### The metal 1 layer, run 1

Supply wires on this layer in grey.
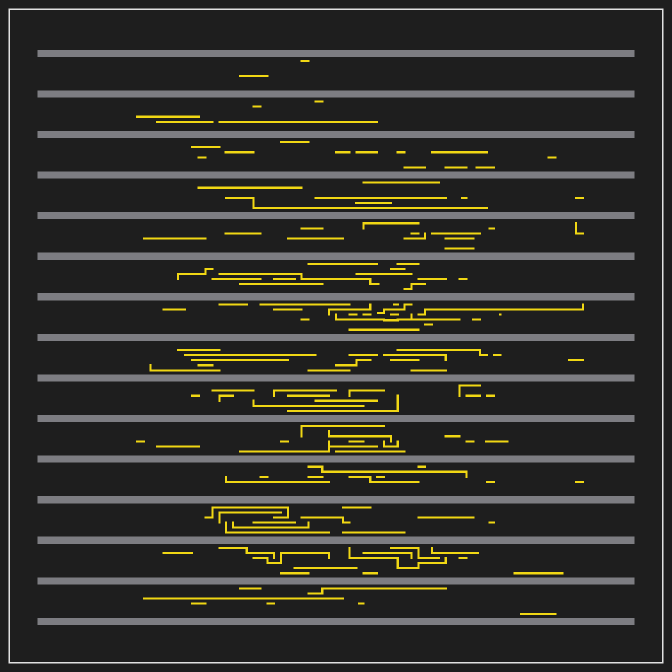
### Nets reached from selected ports, run 1

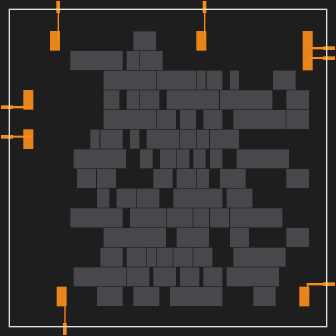
### Track usage over the die, run 1

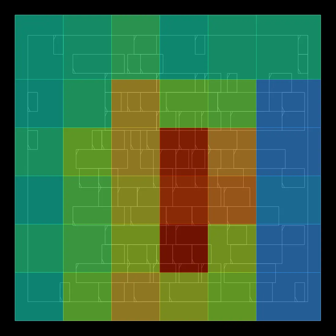
### src/rtl/ram_program_loader.sv
// ram_program_loader
// -----------------------------------------------------------------------------
// Writes a compile-time program image into random_access_memory through its
// manual-programming inputs. The load starts on a `start` pulse and writes one
// word per address, beginning at address 0 and ending at WORDS-1. While `busy`
// is high the CPU is held off the bus.
//
// Optional feature macro: LOADER_VERIFY_EN. When it is defined, a CHECK state
// follows each write. In CHECK the word is read back over `bus` and compared
// with the image. The first mismatch aborts the load and latches `error` and
// `fail_addr`.
//
// Parameters
//   WORDS         number of words loaded (1..16)
//   PROGRAM_IMAGE word i is PROGRAM_IMAGE[8*i+7:8*i]
//
// Ports
//   clk               rising-edge clock
//   rst               synchronous active-high reset
//   start             load request, accepted only in IDLE or DONE
//   busy              load in progress
//   done              load finished, held until the next accepted start
//   manual_mode       RAM manual mode, high while busy
//   manual_read       RAM write strobe, one cycle per word
//   address           RAM word address
//   program_switches  RAM write data (image word for address)
//   ram_write_to_bus  RAM read-back enable, CHECK state only (LOADER_VERIFY_EN)
//   error             sticky read-back mismatch flag (LOADER_VERIFY_EN)
//   fail_addr         address of the first mismatch (LOADER_VERIFY_EN)
//   bus               read-only tap of the shared bus
// -----------------------------------------------------------------------------
module ram_program_loader #(
    parameter int           WORDS         = 16,
    parameter logic [127:0] PROGRAM_IMAGE = 128'h0
) (
    input  logic       clk,
    input  logic       rst,
    input  logic       start,
    output logic       busy,
    output logic       done,
    output logic       manual_mode,
    output logic       manual_read,
    output logic [3:0] address,
    output logic [7:0] program_switches,
`ifdef LOADER_VERIFY_EN
    output logic       ram_write_to_bus,
    output logic       error,
    output logic [3:0] fail_addr,
`endif
    input  logic [7:0] bus
);

`ifdef LOADER_VERIFY_EN
    typedef enum logic [2:0] {
        ST_IDLE  = 3'd0,
        ST_SETUP = 3'd1,
        ST_WRITE = 3'd2,
        ST_CHECK = 3'd3,
        ST_DONE  = 3'd4
    } state_t;
`else
    typedef enum logic [2:0] {
        ST_IDLE  = 3'd0,
        ST_SETUP = 3'd1,
        ST_WRITE = 3'd2,
        ST_DONE  = 3'd4
    } state_t;
`endif

    localparam logic [3:0] LAST_ADDR = 4'(WORDS - 1);

    // Image word stored at address a.
    function automatic logic [7:0] image_word(input logic [3:0] a);
        return PROGRAM_IMAGE[{a, 3'b000} +: 8];
    endfunction

    state_t     state_r;
    state_t     state_nxt_s;
    logic [3:0] addr_r;
    logic [3:0] addr_nxt_s;
    logic       busy_nxt_s;
    logic       busy_r;
    logic       done_r;
    logic       manual_mode_r;
    logic       manual_read_r;
    logic [3:0] address_r;
    logic [7:0] program_switches_r;
`ifdef LOADER_VERIFY_EN
    logic       wtb_r;
    logic       error_r;
    logic       error_nxt_s;
    logic [3:0] fail_addr_r;
    logic [3:0] fail_addr_nxt_s;
`else
    // Without read-back the bus tap has no consumer.
    logic       bus_unused_s;
    assign bus_unused_s = ^bus;
`endif

    // Next-state, address counter and sticky error logic.
    always_comb begin
        state_nxt_s     = state_r;
        addr_nxt_s      = addr_r;
`ifdef LOADER_VERIFY_EN
        error_nxt_s     = error_r;
        fail_addr_nxt_s = fail_addr_r;
`endif
        case (state_r)
            ST_IDLE, ST_DONE: begin
                if (start) begin
                    addr_nxt_s      = 4'd0;
`ifdef LOADER_VERIFY_EN
                    error_nxt_s     = 1'b0;
                    fail_addr_nxt_s = 4'd0;
`endif
                    state_nxt_s     = ST_SETUP;
                end else begin
                    state_nxt_s = state_r;
                end
            end
            ST_SETUP: begin
                state_nxt_s = ST_WRITE;
            end
`ifdef LOADER_VERIFY_EN
            ST_WRITE: begin
                state_nxt_s = ST_CHECK;
            end
            ST_CHECK: begin
                if (bus != image_word(addr_r)) begin
                    // First mismatch aborts the remaining words.
                    error_nxt_s     = 1'b1;
                    fail_addr_nxt_s = addr_r;
                    state_nxt_s     = ST_DONE;
                end else if (addr_r == LAST_ADDR) begin
                    state_nxt_s = ST_DONE;
                end else begin
                    addr_nxt_s  = addr_r + 4'd1;
                    state_nxt_s = ST_SETUP;
                end
            end
`else
            ST_WRITE: begin
                // Stop at the last word so WORDS=16 never wraps to 0.
                if (addr_r == LAST_ADDR) begin
                    state_nxt_s = ST_DONE;
                end else begin
                    addr_nxt_s  = addr_r + 4'd1;
                    state_nxt_s = ST_SETUP;
                end
            end
`endif
            default: begin
                state_nxt_s = ST_IDLE;
            end
        endcase
    end

    // Busy decode of the next state so that the outputs can be registered.
    always_comb begin
        busy_nxt_s = 1'b0;
        case (state_nxt_s)
            ST_SETUP, ST_WRITE: busy_nxt_s = 1'b1;
`ifdef LOADER_VERIFY_EN
            ST_CHECK:           busy_nxt_s = 1'b1;
`endif
            default:            busy_nxt_s = 1'b0;
        endcase
    end

    // State, counter and registered outputs. Outputs follow the next state.
    always_ff @(posedge clk) begin
        if (rst) begin
            state_r            <= ST_IDLE;
            addr_r             <= 4'd0;
            busy_r             <= 1'b0;
            done_r             <= 1'b0;
            manual_mode_r      <= 1'b0;
            manual_read_r      <= 1'b0;
            address_r          <= 4'd0;
            program_switches_r <= 8'd0;
`ifdef LOADER_VERIFY_EN
            wtb_r              <= 1'b0;
            error_r            <= 1'b0;
            fail_addr_r        <= 4'd0;
`endif
        end else begin
            state_r            <= state_nxt_s;
            addr_r             <= addr_nxt_s;
            busy_r             <= busy_nxt_s;
            done_r             <= (state_nxt_s == ST_DONE);
            manual_mode_r      <= busy_nxt_s;
            manual_read_r      <= (state_nxt_s == ST_WRITE);
            address_r          <= busy_nxt_s ? addr_nxt_s : 4'd0;
            program_switches_r <= busy_nxt_s ? image_word(addr_nxt_s) : 8'd0;
`ifdef LOADER_VERIFY_EN
            wtb_r              <= (state_nxt_s == ST_CHECK);
            error_r            <= error_nxt_s;
            fail_addr_r        <= fail_addr_nxt_s;
`endif
        end
    end

    assign busy             = busy_r;
    assign done             = done_r;
    assign manual_mode      = manual_mode_r;
    assign manual_read      = manual_read_r;
    assign address          = address_r;
    assign program_switches = program_switches_r;
`ifdef LOADER_VERIFY_EN
    assign ram_write_to_bus = wtb_r;
    assign error            = error_r;
    assign fail_addr        = fail_addr_r;
`endif

endmodule
### config.mk
export PLATFORM = sky130hd
export DESIGN_NAME = ram_program_loader
export DESIGN_NICKNAME = d
export VERILOG_FILES = /design/src/rtl/ram_program_loader.sv
export SDC_FILE = /design/constraint.sdc
export NUM_CORES = 1
export LEC_CHECK = 0
export ABC_AREA = 0
export ABC_CLOCK_PERIOD_IN_PS = 1600
export CORE_MARGIN = 1.5
export CORE_UTILIZATION = 41
export CTS_CLUSTER_SIZE = 28
export DETAILED_ROUTE_END_ITERATION = 8
export PLACE_DENSITY = 0.86
export REMOVE_ABC_BUFFERS = 1
export SYNTH_ARGS = -nofsm -noshare
export SYNTH_HDL_FRONTEND = slang
export SYNTH_SLANG_ARGS = --single-unit
### constraint.sdc
create_clock -name clk -period 1.6 [get_ports clk]
set_clock_uncertainty 0.15 [all_clocks]
set_input_delay 0.32 -clock clk [delete_from_list [all_inputs] [get_ports clk]]
set_output_delay 0.32 -clock clk [all_outputs]
set_load 0.02 [all_outputs]
==> results.json, run 1 <==
{
  "outcome": "finished, final reports clean",
  "wl_per_cell_um": 11.21,
  "top_layer_used": "met4",
  "viasPerCell": 5.061,
  "cts_hold_buf": 0,
  "gp_congestion": 0.7825,
  "r2r_cells": 5,
  "wl_met3_um": 45,
  "grt_pass1_vias": 431,
  "coreArea_um2": 1524,
  "yosysWarnings": 0,
  "timing.final.ws_setup_ps": 82.56,
  "placed_cells": 96,
  "synthCells": 66,
  "period_used_pct": 94.84,
  "power.share.sequential_pct": 54.3,
  "cts_tree": "done",
  "powerSeq_uw": 366,
  "arrival_ps": 1540,
  "htreeDepth": 1,
  "drt_wl_total_mm": 1.110,
  "first_iter_violations": 4,
  "post_cts_buffers": 0,
  "grt_pass1_wl_mm": 1.704,
  "holdWs_ps": 387.0,
  "drc": 0
}
## Picture notes: 'The metal 1 layer'
longest straight run	15.6 um
main direction	horizontal
nets with wire on the layer	72

## Picture notes: 'Nets reached from selected ports'
port	colour	bits	direction	edge	end cells	buffers	wire
program_switches	orange	8	output	3 right, 2 top, 2 left, 1 bottom	8	0	24.0 um

## Picture notes: 'Track usage over the die'
GRT busiest layer: met2
total track usage: 12.85%

-- run 1: critical path: stages (launching register included) --
cell,delay [ps]
dfxtp_1,390
ha_1,230
nand3_1,220
and2_1,240
o21ai_2,140
nor2_2,50
-- run 1: what timing repair did --
| item | in CTS | in global routing |
|---|---|---|
| pin swaps | 0 | 0 |
| setup endpoints to repair | 8 | 2 |
| hold endpoints to repair | 0 | 0 |
| gates resized | 8 | 1 |
-- run 1: synthesized netlist by cell type (all sizes together) --
cell type,n,area share [%]
o21ai,3,2.8
o21ba,1,1.5
nand2b,1,0.92
inv,1,0.55
nor3,3,3.7
and2b,1,1.1
clkbuf,1,0.74
a31oi,1,1.8
nand2,2,1.1
dfxtp,14,41
o221ai,1,2.2
nor4b,2,4.8
and2,1,0.92
nand3b,1,1.1
a21boi,3,3.9
nand3,1,0.74
a21o,1,1.1
a21oi,6,4.4
buf,9,9.9
nor2b,4,4.8
and3,1,0.92
nor3b,1,2.8
ha,1,1.8
or3b,2,2.6
nor2,3,2.0
conb,1,0.55
-- run 1: flip-flops by register name, indices dropped and copies added, names as in the netlist --
signal / cells
addr_r: 4
address: 4
done: 1
manual_mode: 1
manual_read: 1
state_r: 3
-- run 1: metal layers --
metal / track usage (%) / vias to the layer above
met5: 0 / -
met2: 19.41 / 16
li1: - / 249
met4: 12.73 / 0
met3: 3.750 / 4
met1: 13.95 / 232
-- run 1: final cells by class --
type	instances	area share, %
Multi-Input combinational cell	48	42.92
Sequential cell	14	34.09
Timing Repair Buffer	17	17.35
Clock buffer	3	2.740
Tap cell	16	2.435
Inverter	1	0.4566
-- run 1: through the flow --
stage / instance area [um^2] / util (%)
final: 822.0 / 53.94
after CTS: 818.3 / 53.69
after global placement: 805.8 / 52.87
after floorplan: 633.1 / -
after detailed placement: 805.8 / 52.87
after global routing: 822.0 / 53.94
### Placed cells, one colour a class, run 1

Bar = 10 um. Fill, decap, tap and diode cells in grey.
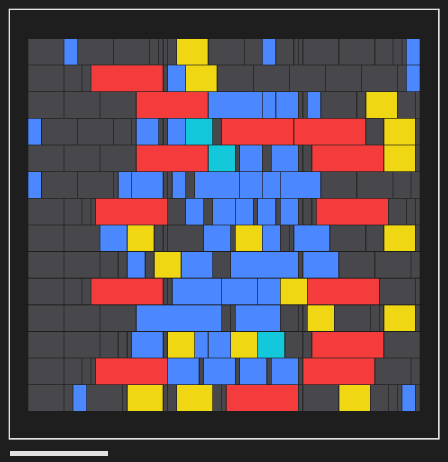

## Run 2: what changed since run 1
--- a/config.mk
+++ b/config.mk
@@ -11,7 +11,7 @@
 export CORE_UTILIZATION = 41
 export CTS_CLUSTER_SIZE = 28
 export DETAILED_ROUTE_END_ITERATION = 8
-export PLACE_DENSITY = 0.86
+export PLACE_DENSITY = 0.81
 export REMOVE_ABC_BUFFERS = 1
 export SYNTH_ARGS = -nofsm -noshare
 export SYNTH_HDL_FRONTEND = slang
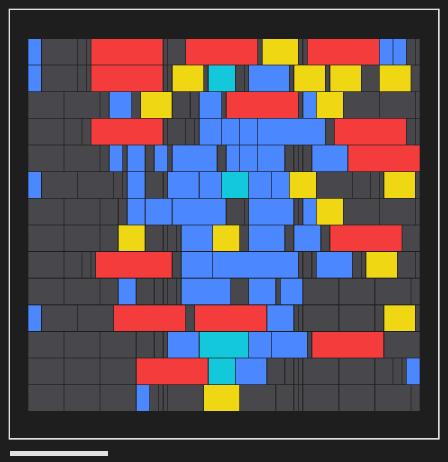
*Placed cells, one colour a class, run 2*
Bar = 10 um. Fill, decap, tap and diode cells in grey.
class	colour	cells
all other logic	blue	49
other buffers and delay cells	yellow	15
flip-flops	red	14
clock drivers and dummy loads	cyan	4

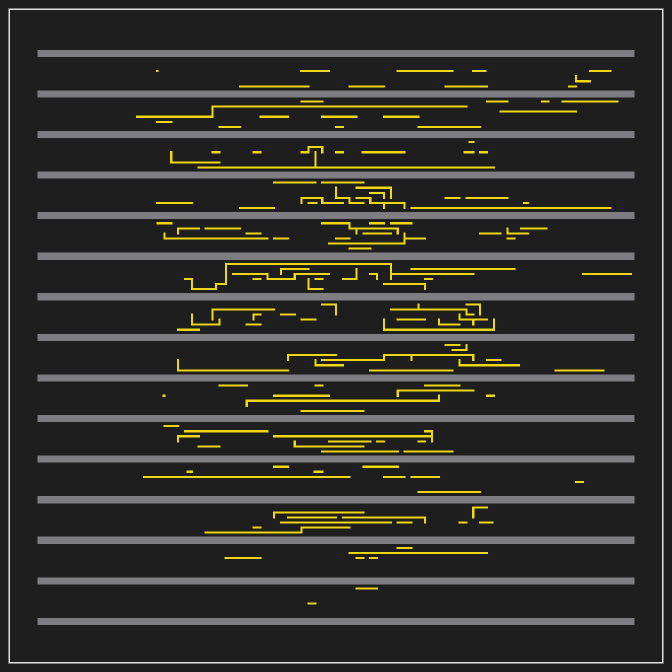
*The metal 1 layer, run 2*
Supply wires on this layer in grey.
main direction	horizontal
nets with wire on the layer	70
wire length on this layer	457 um
met1 Use GR: 16.41%
via count: 508
detailed-route wire length: 1.197 mm

==> run 2 against run 1 <==
Compared with the run above:
- sequential power up 1%
- count of clock-buffer cells in the layout is 1 higher
- area after synthesis unchanged
- setup slack better by 10 ps
- flip-flop count unchanged
- critical path type unchanged
- largest cell class unchanged
- largest power group unchanged
==> results.json, run 2 <==
{
  "outcome": "finished, final reports clean",
  "period_used_pct": 94.19,
  "groute.usage.overall_pct": 14.27,
  "synth.top_cells.by_count": "14 x dfxtp_1, 9 x buf_4, 6 x a21oi_1",
  "yosysTopAreaCell": "dfxtp_1",
  "top_cell_area_share_pct": 41.25,
  "drc": 0,
  "htreeDepth": 1,
  "coreArea_um2": 1524,
  "cts_tree": "done",
  "flop_cell": "dfxtp_1",
  "holdWs_ps": 386.4,
  "grt_pass1_vias": 471,
  "gp_congestion": 0.7384,
  "first_iter_violations": 2,
  "finalNetCount": 95,
  "drive_gt1_share_pct": 26.83,
  "synthCells": 66,
  "grt_pass1_wl_mm": 1.980,
  "place_area_um2": 790.8,
  "busiest_layer": "met2",
  "most_common_cell": "dfxtp_1",
  "post-route-util_pct": 54.27,
  "yosysWarnings": 0,
  "gr-usage-met2_pct": 24.12,
  "grt_use_met3_pct": 1.250,
  "viasPerCell": 5.184,
  "arrival_ps": 1530,
  "wl_per_cell_um": 12.21,
  "async_flop_share_pct": 0,
  "edf_count": 0
}
-- run 2: cell counts after synthesis --
No cell type changed its count.
-- run 2: layout make-up --
class	count	area, um^2	area share, %
clock buffer	4	36.28	4.387
sequential	14	281.5	34.04
multi-input combinational	48	357.8	43.27
tap	16	20.02	2.421
timing repair buffer	15	127.6	15.43
inverter	1	3.754	0.4539
-- run 2: kinds of logic after synthesis --
family,Yosys count,share of synthesized area [%]
simple gates,23,27.44
compound gates,16,17.68
flops,14,41.25
buf+inv,11,11.23
fa+ha+maj,1,1.841
other cells,1,0.5520
-- run 2: power groups by stage --
stage          Clock (mW)  Sequential [mW]  Combinational [mW]
6_report            0.252            0.370               0.114
5_1_grt             0.273            0.372               0.122
4_1_cts             0.260            0.370               0.113
2_1_floorplan           0            0.386              0.0614
3_3_place_gp            0            0.377               0.116
3_5_place_dp            0            0.378               0.119
-- run 2: what timing repair did --
item / 4_1_cts / 5_1_grt
hold endpoints to repair: 0 / 0
gates resized: 8 / 3
endpoints found under the setup margin: 8 / 4
buffers inserted: 0 / 0
-- run 2: final timing paths --
kind,end,slack [ps],cells past startpoint
hold reg to reg,state_r[0],390,1
hold / removal,state_r[0],390,1
setup / recovery,addr_r[3],90,4
setup reg to reg,addr_r[3],90,4
-- run 2: per-layer routing --
| layer | up-vias | share of wire [%] |
|---|---|---|
| met3 | 5 | 4.0 |
| met2 | 19 | 54 |
| met5 | - | 0 |
| met1 | 239 | 38 |
| met4 | 0 | 3.5 |
| li1 | 245 | - |
-- run 2: worst max-delay path, cell delays in order (launching register included) --
cell	delay, ps
dfxtp_1	490
nor2b_4	280
o21ba_1	180
a21boi_2	230
nor3_2	70
Power figures rest on the tool's default switching activity, not on a simulated workload.
